==> src/rtl/prm_com_filter.sv <==
// Command conditioning after the PRM receiver: 2-flop sync, per-channel
// confirm filter, minimum on-time, and immediate release on terminal disable.
module prm_com_filter #(
  parameter int WIDTH   = 16,
  parameter int CONFIRM = 4,
  parameter int HOLD    = 8
) (
  input  logic             iClk,
  input  logic             iRes,
  input  logic [WIDTH-1:0] iCom,
  input  logic             iEnable,
  output logic [WIDTH-1:0] oCom,
  output logic             oAny
);

  localparam int MAXV = (CONFIRM > HOLD) ? CONFIRM : HOLD;
  localparam int CW   = $clog2(MAXV + 1);

  localparam logic [CW-1:0] C_ZERO      = '0;
  localparam logic [CW-1:0] C_ONE       = CW'(1);
  localparam logic [CW-1:0] C_CONF_LAST = CW'(CONFIRM - 1);
  localparam logic [CW-1:0] C_HOLD      = CW'(HOLD);

  typedef enum logic [1:0] {
    ST_OFF = 2'd0,
    ST_ARM = 2'd1,
    ST_ON  = 2'd2
  } state_t;

  logic [WIDTH-1:0] r_comMeta;
  logic [WIDTH-1:0] r_comSync;
  logic             r_enMeta;
  logic             r_enSync;
  logic [WIDTH-1:0] w_on;

  // Inputs are inverted before synchronising so that 1 means requested/enabled.
  always_ff @(posedge iClk or negedge iRes) begin
    if (!iRes) begin
      r_comMeta <= '0;
      r_comSync <= '0;
      r_enMeta  <= 1'b0;
      r_enSync  <= 1'b0;
    end else begin
      r_comMeta <= ~iCom;
      r_comSync <= r_comMeta;
      r_enMeta  <= ~iEnable;
      r_enSync  <= r_enMeta;
    end
  end

  for (genvar i = 0; i < WIDTH; i++) begin : g_ch
    state_t        r_state;
    logic [CW-1:0] r_cnt;

    // cnt counts confirm samples in ARM and elapsed on-time in ON.
    always_ff @(posedge iClk or negedge iRes) begin
      if (!iRes) begin
        r_state <= ST_OFF;
        r_cnt   <= C_ZERO;
      end else if (!r_enSync) begin
        r_state <= ST_OFF;
        r_cnt   <= C_ZERO;
      end else begin
        case (r_state)
          ST_OFF: begin
            if (r_comSync[i]) begin
              r_state <= ST_ARM;
              r_cnt   <= C_ONE;
            end else begin
              r_cnt   <= C_ZERO;
            end
          end
          ST_ARM: begin
            if (!r_comSync[i]) begin
              r_state <= ST_OFF;
              r_cnt   <= C_ZERO;
            end else if (r_cnt == C_CONF_LAST) begin
              r_state <= ST_ON;
              r_cnt   <= C_ONE;
            end else begin
              r_cnt   <= r_cnt + C_ONE;
            end
          end
          ST_ON: begin
            if (!r_comSync[i] && (r_cnt >= C_HOLD)) begin
              r_state <= ST_OFF;
              r_cnt   <= C_ZERO;
            end else if (r_cnt < C_HOLD) begin
              r_cnt   <= r_cnt + C_ONE;
            end
          end
          default: begin
            r_state <= ST_OFF;
            r_cnt   <= C_ZERO;
          end
        endcase
      end
    end

    assign w_on[i] = (r_state == ST_ON);
  end

  // Raw iEnable gates the drivers so a disable releases without any clock.
  assign oCom = ~(w_on & {WIDTH{~iEnable}});
  assign oAny = |w_on;

endmodule

==> config.mk <==
export PLATFORM = sky130hd
export DESIGN_NAME = prm_com_filter
export DESIGN_NICKNAME = d
export VERILOG_FILES = /design/src/rtl/prm_com_filter.sv
export SDC_FILE = /design/constraint.sdc
export NUM_CORES = 1
export LEC_CHECK = 0
export CORE_ASPECT_RATIO = 1.1
export CORE_MARGIN = 5
export CORE_UTILIZATION = 60
export DETAILED_ROUTE_END_ITERATION = 6
export GPL_TIMING_DRIVEN = 0
export PLACE_DENSITY = 0.85
export RECOVER_POWER = 50
export SYNTH_ARGS = -nofsm -noshare
export SYNTH_HDL_FRONTEND = slang
export SYNTH_SLANG_ARGS = --single-unit
==> constraint.sdc <==
create_clock -name iClk -period 2.93 [get_ports iClk]
set_input_delay 0.586 -clock iClk [delete_from_list [all_inputs] [get_ports iClk]]
set_output_delay 0.586 -clock iClk [all_outputs]
set_load 0.01 [all_outputs]
gates.png
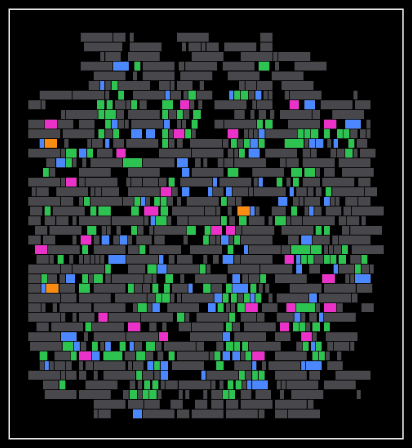
nor cells: marked blue, cells 80, most used nor2_1. non-inverting ao/oa cells: marked magenta, cells 26, most used o22a_1. aoi and oai cells: marked green, cells 154, most used o21ai_0. mux cells: marked orange, cells 3, most used mux2i_1.
post-route non-filler standard cell count: 901
share of the final layout cell area in multi-input gates: 0.392
most common cell after layout, fill and taps aside: dfrtp_1

clock_nets.png
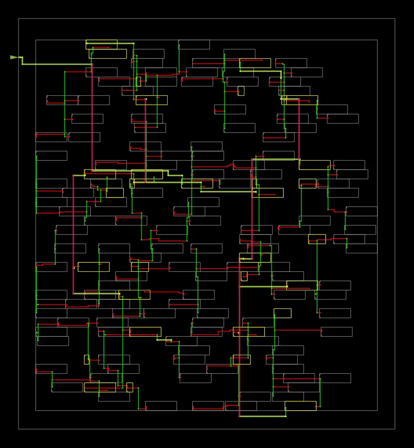
clk sinks: 130
number of flip-flops and latches: 130
clk_lat worst skew: 420 ps

==> summary.txt <==
Notes from the flow run.

Outcome:
- The run finished, with violations left.
- The checks that failed: max-capacitance violations, max-slew violations.

Route:
- The run gives the residual antenna-violating net count after detailed routing as 0.
- The run gives the highest metal layer with signal wires as met4.
- The run gives the met2 wirelength from detailed routing as 7.67 mm.
- The run puts the initial detailed-routing violation count at 359.

Power:
- The run puts the proportion of power drawn by the clock network at 0.491.
- The run puts the power dissipated in sequential cells at 1.90 mW.
- The run puts the total power after layout at 4.15 mW.
- Switching power as a fraction of the total was reported as 0.222.
- The run gives the power density over the cells as 532 nW/um^2.
- The share of total power dissipated in combinational logic is 0.050.
- The run gives the share of total power in sequential cells as 0.459.

Finish:
- The run puts the share of the core filled with cells at 0.714.
- The run gives the register area as 3250 sq um.
- The run puts the tally of clock buffers in the finished layout at 28.
- The run gives the share of final-layout standard cells stronger than drive strength 1 as 0.0889.
- The run gives the final net count as 792.

Clocking:
- CTS added clock buffers totalling 17.
- No sink is reached through more buffers than the 2 on the longest clock path.
- The root buffer cell chosen for the clock tree is clkbuf_16.
- The run gives the number of buffers inserted by post-CTS setup repair as 0.

Min path:
- The worst hold path passes through 0 cells.
- The startpoint identified for the worst hold timing path is r_comMeta[1].
- The endpoint of the worst hold path is reported as r_comSync[1].

Worst setup path:
- The run gives the worst-case register-to-register setup slack as 1270 ps.
- The setup path with the least slack is of type reg -> out.
- Data on the critical path arrives at its endpoint at 2190 ps.
- STA classifies the critical path startpoint as a flop.
- STA lists the endpoint of the worst register-to-register path as g_ch[5].r_cnt[3].

Synthesis:
- The run gives the number of flip-flops and latches in the synthesized netlist as 130.
- Per the synth stats, the proportion of register bits with asynchronous set or reset is 1.00.
- The run puts the share of the synthesized area in the top cell type at 0.488.
- The run gives the number of cells in Yosys stat as 687.
- After synthesis, the netlist uses 59 different library cells.
- Of the synthesized area, sequential elements account for 0.488.
- The run gives the synthesized netlist net count as 738.

Flow run:
- The number of maximum-capacitance violations recorded for the run is 1.

STA:
- The run puts the final setup skew at 8.59 ps.
- The run puts the final number of max-transition violations at 42.

Floorplan:
- According to the I/O placement log, the pin count is 36.
- The run puts the horizontal die size at 110 um.
- The run gives the die footprint as 13,300 sq um.
- The run puts the initial core utilization at 0.611.

GRT:
- The run puts the final global-route overflow total at 0.
- The via count of the first global-routing pass was 5,551.
- The run gives the wire length of the first global-routing pass as 26.1 mm.
- The run puts the initial antenna violation count at 0.
-- registers in the layout, indices dropped and copies added (netlist names) --
register	cells
g_ch.r_cnt	64
g_ch.r_state	32
r_comMeta	16
r_comSync	16
r_enMeta	1
r_enSync	1
-- critical path, stage by stage (launching register included) --
cell             delay (ps)
dfrtp_1                 410
nor2b_2                 210
a2111oi_1               420
nand3_1                 190
clkdlybuf4s50_1         520
-- timing repair --
item	in CTS	in global routing
pin swaps	0	0
gates resized	0	1
setup endpoints to repair	7	1
hold buffers	0	0
-- cell families (layout without fill, tap and decap cells) --
group           Yosys count  in the layout  share of synthesized area
xor+xnor                 25             25                     0.0329
mux                       3              3                    0.00451
fa+ha+maj                32             32                     0.0601
buf+inv                  90            157                     0.0544
flops                   130            130                      0.488
compound gates          180            180                      0.172
simple gates            227            227                      0.188
Power figures rest on the tool's default switching activity, not on a simulated workload.
